$ cat config.mk
export PLATFORM = sky130hd
export DESIGN_NAME = ahb_apb_bridge_p_flat
export DESIGN_NICKNAME = d
export VERILOG_FILES = /design/src/rtl/ahb_apb_bridge_p_pkg.sv /design/src/rtl/ahb_apb_bridge_p_if.sv /design/src/rtl/ahb_apb_bridge_p_decode.sv /design/src/rtl/ahb_apb_bridge_p.sv /design/src/flat_wrapper.sv
export SDC_FILE = /design/constraint.sdc
export NUM_CORES = 1
export LEC_CHECK = 0
export CAP_MARGIN = 25
export CORE_UTILIZATION = 35
export CTS_BUF_LIST = sky130_fd_sc_hd__clkbuf_4
export DETAILED_ROUTE_END_ITERATION = 10
export GPL_TIMING_DRIVEN = 0
export PLACE_DENSITY = 0.71
export SYNTH_ARGS = -nofsm -noshare
export SYNTH_HDL_FRONTEND = slang
export SYNTH_SLANG_ARGS = --single-unit
$ cat constraint.sdc
create_clock -name clock -period 3.3 [get_ports clock]
set_clock_uncertainty 0.15 [all_clocks]
set_input_delay 0.825 -clock clock [delete_from_list [all_inputs] [get_ports clock]]
set_output_delay 0.825 -clock clock [all_outputs]
set_load 0.01 [all_outputs]
$ cat src/rtl/ahb_apb_bridge_p_pkg.sv
// Shared types for the AHB-Lite to APB4 bridge.
// Holds the AHB transfer/response encodings, the bridge state enum and the
// byte-strobe helper used when a write enters its data phase.
package ahb_apb_pkg;

    typedef enum logic [1:0] {
        HTRANS_IDLE   = 2'd0,
        HTRANS_BUSY   = 2'd1,
        HTRANS_NONSEQ = 2'd2,
        HTRANS_SEQ    = 2'd3
    } htrans_e;

    typedef enum logic [1:0] {
        HRESP_OKAY  = 2'd0,
        HRESP_ERROR = 2'd1
    } hresp_e;

    typedef enum logic [2:0] {
        IDLE   = 3'd0,
        WWAIT  = 3'd1,
        SETUP  = 3'd2,
        ACCESS = 3'd3,
        ERR1   = 3'd4,
        ERR2   = 3'd5
    } bridge_state_e;

    // Byte strobes for an 8-lane bus; callers truncate to their own lane count,
    // which clips misaligned transfers at the top lane.
    function automatic logic [7:0] calc_pstrb(input logic [2:0] size, input logic [2:0] addr_lsbs);
        logic [15:0] mask;
        case (size)
            3'd0:    mask = 16'h0001;
            3'd1:    mask = 16'h0003;
            3'd2:    mask = 16'h000F;
            default: mask = 16'h00FF;
        endcase
        calc_pstrb = 8'(mask << addr_lsbs);
    endfunction

endpackage

$ cat src/rtl/ahb_apb_bridge_p_if.sv
// Bus bundle between the AHB interconnect, the bridge and the APB slaves.
// slave  : bridge view (AHB slave in, APB master out).
// master : environment view (drives AHB requests and APB slave responses).
interface ahb_apb_bridge_p_if #(
    parameter int unsigned ADDR_W     = 32,
    parameter int unsigned DATA_W     = 32,
    parameter int unsigned NUM_SLAVES = 4
);
    localparam int unsigned STRB_W = DATA_W / 8;

    logic [ADDR_W-1:0]     Haddr;
    logic                  Hwrite;
    logic [1:0]            Htrans;
    logic [2:0]            Hsize;
    logic [2:0]            Hburst;
    logic [DATA_W-1:0]     Hwdata;
    logic                  Hreadyin;
    logic                  Hreadyout;
    logic [1:0]            Hresp;
    logic [DATA_W-1:0]     Hrdata;
    logic [ADDR_W-1:0]     Paddr;
    logic [NUM_SLAVES-1:0] Pselx;
    logic                  Penable;
    logic                  Pwrite;
    logic [DATA_W-1:0]     Pwdata;
    logic [STRB_W-1:0]     Pstrb;
    logic [DATA_W-1:0]     Prdata;
    logic                  Pready;
    logic                  Pslverr;

    modport slave (
        input  Haddr, Hwrite, Htrans, Hsize, Hburst, Hwdata, Hreadyin,
        input  Prdata, Pready, Pslverr,
        output Hreadyout, Hresp, Hrdata,
        output Paddr, Pselx, Penable, Pwrite, Pwdata, Pstrb
    );

    modport master (
        output Haddr, Hwrite, Htrans, Hsize, Hburst, Hwdata, Hreadyin,
        output Prdata, Pready, Pslverr,
        input  Hreadyout, Hresp, Hrdata,
        input  Paddr, Pselx, Penable, Pwrite, Pwdata, Pstrb
    );
endinterface

$ cat src/rtl/ahb_apb_bridge_p_decode.sv
// Address/size decode for the bridge (purely combinational).
// haddr/hsize : address-phase inputs
// mapped_c    : address falls inside the APB region
// size_ok_c   : transfer size fits the data bus
// idx_c       : slave index within the region
// sel_c       : one-hot select, zero when unmapped
module ahb_apb_decode
    import ahb_apb_pkg::*;
#(
    parameter int unsigned        ADDR_W     = 32,
    parameter int unsigned        DATA_W     = 32,
    parameter int unsigned        NUM_SLAVES = 4,
    parameter logic [ADDR_W-1:0]  BASE_ADDR  = ADDR_W'(32'h8000_0000),
    parameter logic [ADDR_W-1:0]  SLV_SPAN   = ADDR_W'(32'h0001_0000),
    localparam int unsigned       IDX_W      = (NUM_SLAVES > 1) ? $clog2(NUM_SLAVES) : 1
) (
    input  logic [ADDR_W-1:0]     haddr,
    input  logic [2:0]            hsize,
    output logic                  mapped_c,
    output logic                  size_ok_c,
    output logic [IDX_W-1:0]      idx_c,
    output logic [NUM_SLAVES-1:0] sel_c
);
    localparam int unsigned       SPAN_LOG = $clog2(SLV_SPAN);
    localparam int unsigned       LANE_LOG = $clog2(DATA_W / 8);
    localparam logic [ADDR_W-1:0] REGION   = ADDR_W'(NUM_SLAVES) * SLV_SPAN;

    logic [ADDR_W-1:0] offset;

    // Offset compare avoids overflow of BASE_ADDR + REGION at the top of the map.
    always_comb begin
        offset    = haddr - BASE_ADDR;
        mapped_c  = (haddr >= BASE_ADDR) && (offset < REGION);
        size_ok_c = (hsize <= 3'(LANE_LOG));
        idx_c     = IDX_W'(offset >> SPAN_LOG);
        sel_c     = mapped_c ? (NUM_SLAVES'(1) << idx_c) : '0;
    end

endmodule

$ cat src/rtl/ahb_apb_bridge_p.sv
// Parametrised AHB-Lite slave to APB4 master bridge.
// clock, Hreset : bridge clock, synchronous active-high reset
// bus           : AHB address/data phase signals in, Hreadyout/Hresp/Hrdata out;
//                 APB Paddr/Pselx/Penable/Pwrite/Pwdata/Pstrb out, Prdata/Pready/Pslverr in.
// Errors (unmapped, oversize, PSLVERR, wait timeout) become the two-cycle AHB ERROR.
module ahb_apb_bridge_p
    import ahb_apb_pkg::*;
#(
    parameter int unsigned       ADDR_W     = 32,
    parameter int unsigned       DATA_W     = 32,
    parameter int unsigned       NUM_SLAVES = 4,
    parameter logic [ADDR_W-1:0] BASE_ADDR  = ADDR_W'(32'h8000_0000),
    parameter logic [ADDR_W-1:0] SLV_SPAN   = ADDR_W'(32'h0001_0000),
    parameter int unsigned       MAX_WAIT   = 16
) (
    input logic               clock,
    input logic               Hreset,
    ahb_apb_bridge_p_if.slave bus
);
    localparam int unsigned STRB_W   = DATA_W / 8;
    localparam int unsigned LANE_LOG = $clog2(STRB_W);
    localparam int unsigned IDX_W    = (NUM_SLAVES > 1) ? $clog2(NUM_SLAVES) : 1;
    localparam int unsigned CNT_W    = (MAX_WAIT > 0) ? $clog2(MAX_WAIT + 1) : 1;

    bridge_state_e         state_q, state_d;
    logic                  hreadyout_q, hreadyout_d;
    logic [1:0]            hresp_q, hresp_d;
    logic [DATA_W-1:0]     hrdata_q, hrdata_d;
    logic [ADDR_W-1:0]     paddr_q, paddr_d;
    logic [NUM_SLAVES-1:0] pselx_q, pselx_d;
    logic                  penable_q, penable_d;
    logic                  pwrite_q, pwrite_d;
    logic [DATA_W-1:0]     pwdata_q, pwdata_d;
    logic [STRB_W-1:0]     pstrb_q, pstrb_d;
    logic [2:0]            hsize_q, hsize_d;
    logic [NUM_SLAVES-1:0] sel_q, sel_d;
    logic [CNT_W-1:0]      cnt_q, cnt_d;

    logic                  accept_c;
    logic                  mapped_c;
    logic                  size_ok_c;
    logic [IDX_W-1:0]      idx_c;
    logic [NUM_SLAVES-1:0] dec_sel_c;
    logic                  unused_c;

    ahb_apb_decode #(
        .ADDR_W     (ADDR_W),
        .DATA_W     (DATA_W),
        .NUM_SLAVES (NUM_SLAVES),
        .BASE_ADDR  (BASE_ADDR),
        .SLV_SPAN   (SLV_SPAN)
    ) u_decode (
        .haddr      (bus.Haddr),
        .hsize      (bus.Hsize),
        .mapped_c   (mapped_c),
        .size_ok_c  (size_ok_c),
        .idx_c      (idx_c),
        .sel_c      (dec_sel_c)
    );

    // Hburst carries no behaviour; the one-hot select already encodes the index.
    assign unused_c = ^{bus.Hburst, idx_c};

    // Next state and next values of every registered output.
    always_comb begin
        state_d  = state_q;
        hrdata_d = hrdata_q;
        paddr_d  = paddr_q;
        pwrite_d = pwrite_q;
        pwdata_d = pwdata_q;
        pstrb_d  = pstrb_q;
        hsize_d  = hsize_q;
        sel_d    = sel_q;
        cnt_d    = cnt_q;
        accept_c = hreadyout_q && bus.Hreadyin &&
                   ((bus.Htrans == HTRANS_NONSEQ) || (bus.Htrans == HTRANS_SEQ));

        case (state_q)
            IDLE, ERR2: begin
                state_d = IDLE;
                if (accept_c) begin
                    if (!mapped_c || !size_ok_c) begin
                        state_d = ERR1;
                    end else begin
                        paddr_d  = bus.Haddr;
                        pwrite_d = bus.Hwrite;
                        hsize_d  = bus.Hsize;
                        sel_d    = dec_sel_c;
                        cnt_d    = '0;
                        if (bus.Hwrite) begin
                            state_d = WWAIT;
                        end else begin
                            state_d = SETUP;
                            pstrb_d = '0;
                        end
                    end
                end
            end
            // AHB write data arrives one cycle after the address phase.
            WWAIT: begin
                pwdata_d = bus.Hwdata;
                pstrb_d  = STRB_W'(calc_pstrb(hsize_q, 3'(paddr_q[LANE_LOG-1:0])));
                state_d  = SETUP;
            end
            SETUP: begin
                state_d = ACCESS;
            end
            ACCESS: begin
                if (bus.Pready) begin
                    cnt_d = '0;
                    if (bus.Pslverr) begin
                        state_d = ERR1;
                    end else begin
                        state_d = IDLE;
                        if (!pwrite_q) begin
                            hrdata_d = bus.Prdata;
                        end
                    end
                end else begin
                    cnt_d = cnt_q + CNT_W'(1);
                    if ((MAX_WAIT != 0) && (cnt_d == CNT_W'(MAX_WAIT))) begin
                        state_d = ERR1;
                        cnt_d   = '0;
                    end
                end
            end
            ERR1: begin
                state_d = ERR2;
            end
            default: begin
                state_d = IDLE;
            end
        endcase

        // Handshake and select outputs follow the state being entered.
        hreadyout_d = (state_d == IDLE) || (state_d == ERR2);
        hresp_d     = ((state_d == ERR1) || (state_d == ERR2)) ? HRESP_ERROR : HRESP_OKAY;
        pselx_d     = ((state_d == SETUP) || (state_d == ACCESS)) ? sel_d : '0;
        penable_d   = (state_d == ACCESS);
    end

    // State and output registers; reset abandons any in-flight APB access.
    always_ff @(posedge clock) begin
        if (Hreset) begin
            state_q     <= IDLE;
            hreadyout_q <= 1'b1;
            hresp_q     <= HRESP_OKAY;
            hrdata_q    <= '0;
            paddr_q     <= '0;
            pselx_q     <= '0;
            penable_q   <= 1'b0;
            pwrite_q    <= 1'b0;
            pwdata_q    <= '0;
            pstrb_q     <= '0;
            hsize_q     <= '0;
            sel_q       <= '0;
            cnt_q       <= '0;
        end else begin
            state_q     <= state_d;
            hreadyout_q <= hreadyout_d;
            hresp_q     <= hresp_d;
            hrdata_q    <= hrdata_d;
            paddr_q     <= paddr_d;
            pselx_q     <= pselx_d;
            penable_q   <= penable_d;
            pwrite_q    <= pwrite_d;
            pwdata_q    <= pwdata_d;
            pstrb_q     <= pstrb_d;
            hsize_q     <= hsize_d;
            sel_q       <= sel_d;
            cnt_q       <= cnt_d;
        end
    end

    assign bus.Hreadyout = hreadyout_q;
    assign bus.Hresp     = hresp_q;
    assign bus.Hrdata    = hrdata_q;
    assign bus.Paddr     = paddr_q;
    assign bus.Pselx     = pselx_q;
    assign bus.Penable   = penable_q;
    assign bus.Pwrite    = pwrite_q;
    assign bus.Pwdata    = pwdata_q;
    assign bus.Pstrb     = pstrb_q;

endmodule

$ cat src/flat_wrapper.sv
// flat-port wrapper written by rule: the top's interface ports become plain ports
module ahb_apb_bridge_p_flat import ahb_apb_pkg::*;
#(
    parameter int unsigned       ADDR_W     = 32,
    parameter int unsigned       DATA_W     = 32,
    parameter int unsigned       NUM_SLAVES = 4,
    parameter logic [ADDR_W-1:0] BASE_ADDR  = ADDR_W'(32'h8000_0000),
    parameter logic [ADDR_W-1:0] SLV_SPAN   = ADDR_W'(32'h0001_0000),
    parameter int unsigned       MAX_WAIT   = 16
)
  (clock, Hreset, bus_Haddr, bus_Hwrite, bus_Htrans, bus_Hsize, bus_Hburst, bus_Hwdata, bus_Hreadyin, bus_Prdata, bus_Pready, bus_Pslverr, bus_Hreadyout, bus_Hresp, bus_Hrdata, bus_Paddr, bus_Pselx, bus_Penable, bus_Pwrite, bus_Pwdata, bus_Pstrb);
  ahb_apb_bridge_p_if #(.ADDR_W(ADDR_W), .DATA_W(DATA_W), .NUM_SLAVES(NUM_SLAVES)) bus_i ();
  input logic clock;
  input logic Hreset;
  input wire logic [$bits(bus_i.Haddr)-1:0] bus_Haddr;
  input wire logic [$bits(bus_i.Hwrite)-1:0] bus_Hwrite;
  input wire logic [$bits(bus_i.Htrans)-1:0] bus_Htrans;
  input wire logic [$bits(bus_i.Hsize)-1:0] bus_Hsize;
  input wire logic [$bits(bus_i.Hburst)-1:0] bus_Hburst;
  input wire logic [$bits(bus_i.Hwdata)-1:0] bus_Hwdata;
  input wire logic [$bits(bus_i.Hreadyin)-1:0] bus_Hreadyin;
  input wire logic [$bits(bus_i.Prdata)-1:0] bus_Prdata;
  input wire logic [$bits(bus_i.Pready)-1:0] bus_Pready;
  input wire logic [$bits(bus_i.Pslverr)-1:0] bus_Pslverr;
  output wire logic [$bits(bus_i.Hreadyout)-1:0] bus_Hreadyout;
  output wire logic [$bits(bus_i.Hresp)-1:0] bus_Hresp;
  output wire logic [$bits(bus_i.Hrdata)-1:0] bus_Hrdata;
  output wire logic [$bits(bus_i.Paddr)-1:0] bus_Paddr;
  output wire logic [$bits(bus_i.Pselx)-1:0] bus_Pselx;
  output wire logic [$bits(bus_i.Penable)-1:0] bus_Penable;
  output wire logic [$bits(bus_i.Pwrite)-1:0] bus_Pwrite;
  output wire logic [$bits(bus_i.Pwdata)-1:0] bus_Pwdata;
  output wire logic [$bits(bus_i.Pstrb)-1:0] bus_Pstrb;
  assign bus_i.Haddr = bus_Haddr;
  assign bus_i.Hwrite = bus_Hwrite;
  assign bus_i.Htrans = bus_Htrans;
  assign bus_i.Hsize = bus_Hsize;
  assign bus_i.Hburst = bus_Hburst;
  assign bus_i.Hwdata = bus_Hwdata;
  assign bus_i.Hreadyin = bus_Hreadyin;
  assign bus_i.Prdata = bus_Prdata;
  assign bus_i.Pready = bus_Pready;
  assign bus_i.Pslverr = bus_Pslverr;
  assign bus_Hreadyout = bus_i.Hreadyout;
  assign bus_Hresp = bus_i.Hresp;
  assign bus_Hrdata = bus_i.Hrdata;
  assign bus_Paddr = bus_i.Paddr;
  assign bus_Pselx = bus_i.Pselx;
  assign bus_Penable = bus_i.Penable;
  assign bus_Pwrite = bus_i.Pwrite;
  assign bus_Pwdata = bus_i.Pwdata;
  assign bus_Pstrb = bus_i.Pstrb;
  ahb_apb_bridge_p #(.ADDR_W(ADDR_W), .DATA_W(DATA_W), .NUM_SLAVES(NUM_SLAVES), .BASE_ADDR(BASE_ADDR), .SLV_SPAN(SLV_SPAN), .MAX_WAIT(MAX_WAIT)) u_core (.clock(clock), .Hreset(Hreset), .bus(bus_i));
endmodule
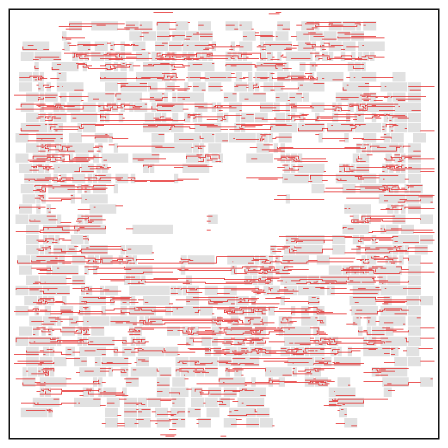
*M1 wires*
Cells faint in the background.
The longest straight run is 38.9 um. 764 nets have wire on it. The layer carries 5500 um of wire.

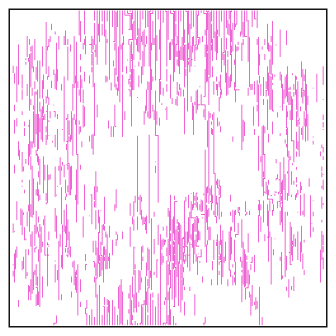
*Signal wires on met2*
The longest straight run is 40.7 um. 733 nets have wire on it. The wires run mostly vertical.

[worst reg2reg max path: stages, from the launching register on]
cell       delay [ns]
dfxtp_1          0.40
nand3b_1         0.18
clkbuf_1         0.35
nor3b_1          0.10
o2bb2ai_1        0.19
a2111oi_1        0.53
a221oi_1         0.17
[state kept, by name, indices dropped and copies added (netlist names)]
| name | flops |
|---|---|
| u_core.sel_q | 4 |
| u_core.state_q | 3 |
| u_core.bus.Pwrite | 1 |
| u_core.bus.Hresp | 1 |
| u_core.bus.Pstrb | 4 |
| u_core.bus.Pselx | 4 |
| u_core.bus.Paddr | 32 |
| u_core.bus.Hrdata | 32 |
| u_core.bus.Pwdata | 32 |
| u_core.bus.Penable | 1 |
| u_core.bus.Hreadyout | 1 |
| u_core.hsize_q | 3 |
| u_core.cnt_q | 5 |
[power by group]
group / switching (mW) / internal, mW
logic: 0.172 / 0.222
clock network: 0.525 / 0.521
registers: 0.0265 / 1.53
[layout make-up]
type / count / share of cell area (%)
clock inverters: 11 / 1.83
diodes: 1 / 0.0355
well taps: 168 / 2.98
flip-flops and latches: 123 / 35.0
inverters: 2 / 0.107
clock buffers: 19 / 2.03
plain buffers: 36 / 2.06
multi-input cells: 365 / 25.7
repair buffers: 214 / 30.3
[per-stage QoR]
| stage | util, % | setup WS, ns |
|---|---|---|
| CTS | 57.9 | 0.647 |
| global placement | 55.6 | -0.0110 |
| global route | 57.9 | 0.459 |
| detailed placement | 55.7 | 0.0417 |
| floorplan | - | 0.664 |
| finish | 57.9 | 0.605 |
[per-layer routing]
layer  wire (um)  up-vias  GRT usage (%)
li1            -     2237              -
met1        5500     2060           23.7
met2        6310      186           34.3
met3        1060       29           7.25
met4         331        0           10.0
met5           0        -              0
[synth_stat cells, types with 2 or more instances]
| master | number |
|---|---|
| clkbuf_1 | 32 |
| a21oi_1 | 89 |
| nor4_1 | 2 |
| nor3b_1 | 2 |
| and3_1 | 15 |
| mux2i_1 | 3 |
| o2bb2ai_1 | 2 |
| buf_2 | 2 |
| dfxtp_1 | 123 |
| nand3b_1 | 2 |
| o31a_1 | 2 |
| nor2_1 | 20 |
| and2_1 | 2 |
| nor3_1 | 3 |
| a22o_1 | 2 |
| nor4b_1 | 2 |
| or3_1 | 2 |
| or4_1 | 2 |
| nor2b_1 | 8 |
| nand3_1 | 2 |
| a31oi_1 | 3 |
| a32o_1 | 3 |
| or4_4 | 2 |
| buf_4 | 2 |
| nand2_1 | 174 |
[logic make-up (layout without fill, tap and decap cells)]
group,after synthesis,count (layout),synth area share [%]
AND/OR/NAND/NOR,246,246,24.9
flip-flops,123,123,55.7
AND-OR/OR-AND,113,113,14.6
buffers and inverters,38,282,3.45
multiplexers,4,4,0.934
adder cells (fa/ha/maj),1,1,0.283
other,1,2,0.0848
[worst paths after layout]
path                        start  slack [ns]                   end
max                 bus_Haddr[28]        0.60       u_core.cnt_q[3]
min          u_core.bus.Paddr[16]        0.31  u_core.bus.Paddr[16]
max reg2reg     u_core.state_q[2]        1.11  u_core.bus.Hreadyout
min reg2reg  u_core.bus.Paddr[16]        0.31  u_core.bus.Paddr[16]
==> flow_metrics.env <==
# source this file to load flow results
export IMPL_die_w_um=114
export IMPL_slew_headroom_pct=58.0
export IMPL_antenna_left=0
export IMPL_yosys_most_used_dff="dfxtp_1"
export IMPL_grt_pass1_wl_mm=20.9
export IMPL_hold_slack_ns=0.307
export IMPL_dr_pass1_iters=4
export IMPL_area_growth_pct=59.3
export IMPL_clk_pin_slew_worst_paths_ns=0.10
export IMPL_cts_setup_buffers=0
export IMPL_syn_nets=637
export IMPL_hpwl_mm=10.1
export IMPL_wl_per_cell_um=14.1
export IMPL_vdd_ir_drop_max_mv=0.247
export IMPL_clk_path_buf_depth=2
export IMPL_hold_buffers=0
export IMPL_drive_gt1_share_pct=5.32
export IMPL_worstRegToRegCells=6
export IMPL_dp_cells=908
export IMPL_finalHoldViolations=0
export IMPL_via_per_inst=4.81
export IMPL_nNetsFinal=870
export IMPL_placed_cell_area_sq_um=6770
export IMPL_yosys_cells=526
export IMPL_ff_latch_area_sq_um=2460
export IMPL_endpoint_kind="flop"
export IMPL_cpPeakStageDelay_ns=0.56
export IMPL_synth_cells=526
export IMPL_first_iter_violations=265
export IMPL_synth_seq_share_pct=55.7
export IMPL_final_cell_area_sq_um=7040
export IMPL_hold_class="reg -> reg"
export IMPL_rows=40
export IMPL_syn_area_sq_um=4420
export IMPL_worst_path_buf_inv=2
export IMPL_cp_cell_sequence="clkdlybuf4s50_1, or4_4, nor3_2, nand3_1, clkbuf_1, a22oi_1, o21ai_1"
export IMPL_slew_viol_final=0
export IMPL_grt_max_degree=17
export IMPL_cts_resized_gates=0
export IMPL_nFillCells=1114
export IMPL_grt_ovfl_total=0
export IMPL_ios=219
export IMPL_powerDensity_nw_per_um2=425
export IMPL_htree_levels=4
export IMPL_crit_slowest_cell="or4_4"
export IMPL_cts_buffers=17
export IMPL_critPathLaunchType="input pin"
export IMPL_critical_path_arrival_ns=2.97
export IMPL_finalCriticalPeriod_ns=2.70
export IMPL_area_combinational_sq_um=1810
export IMPL_die_area_sq_um=13100
export IMPL_lay_top_count="clkdlybuf4s50_1"
export IMPL_async_flop_share_pct=0
export IMPL_avgSynthCellArea_sq_um=8.41
export IMPL_cp_required_ns=3.57
export IMPL_wl_mm=13.2
export IMPL_layout_top_cells="213 x clkdlybuf4s50_1, 174 x nand2_1, 123 x dfxtp_1"
export IMPL_max_freq_mhz=371
export IMPL_min_path_cells=2
export IMPL_edf_count=0
export IMPL_core_sq_um=12200
export IMPL_outcome="complete, no violations"
export IMPL_cellLeakagePower_nw=2.46
export IMPL_ys_types=50
export IMPL_path_delay_family="simple AND/OR/NAND/NOR gates"
export IMPL_numPortBuffers=213
export IMPL_yosys_area_sq_um=4420
export IMPL_path_depth=7
export IMPL_grt_pass1_vias=4445
export IMPL_cts_tree="done"
export IMPL_grt_setup_unrepaired="no"
export IMPL_cts_root_buf="clkbuf_4"
export IMPL_warning_count=30
export IMPL_fin_crit_sh_pct=81.7
export IMPL_synth_top_area_share_pct=55.7
export IMPL_crit_fanout=10
export IMPL_power_mw=2.99
export IMPL_finalSetupViolCount=0
export IMPL_chipHeight_um=114
export IMPL_crit_type="in -> reg"
export IMPL_drcViolationCount=0
export IMPL_cts_num_sinks=123
export IMPL_insertion_delay_ns=0.53
export IMPL_via_count=4512
export IMPL_grtUsageTotal_pct=20.7
export IMPL_antenna_found_initial=1
export IMPL_max_cap_violations=0
export IMPL_tightest_slew_ns=0.630
export IMPL_top_area_cell="dfxtp_1"
export IMPL_area_leaders="dfxtp_1 56%, nand2_1 15%, a21oi_1 10%"
export IMPL_ys_flops=123
export IMPL_tns_ns=0
export IMPL_final_cells=939
export IMPL_fp_util_pct=36.4
export IMPL_yosysWarnings=0
export IMPL_routabilityCongestion=0.837
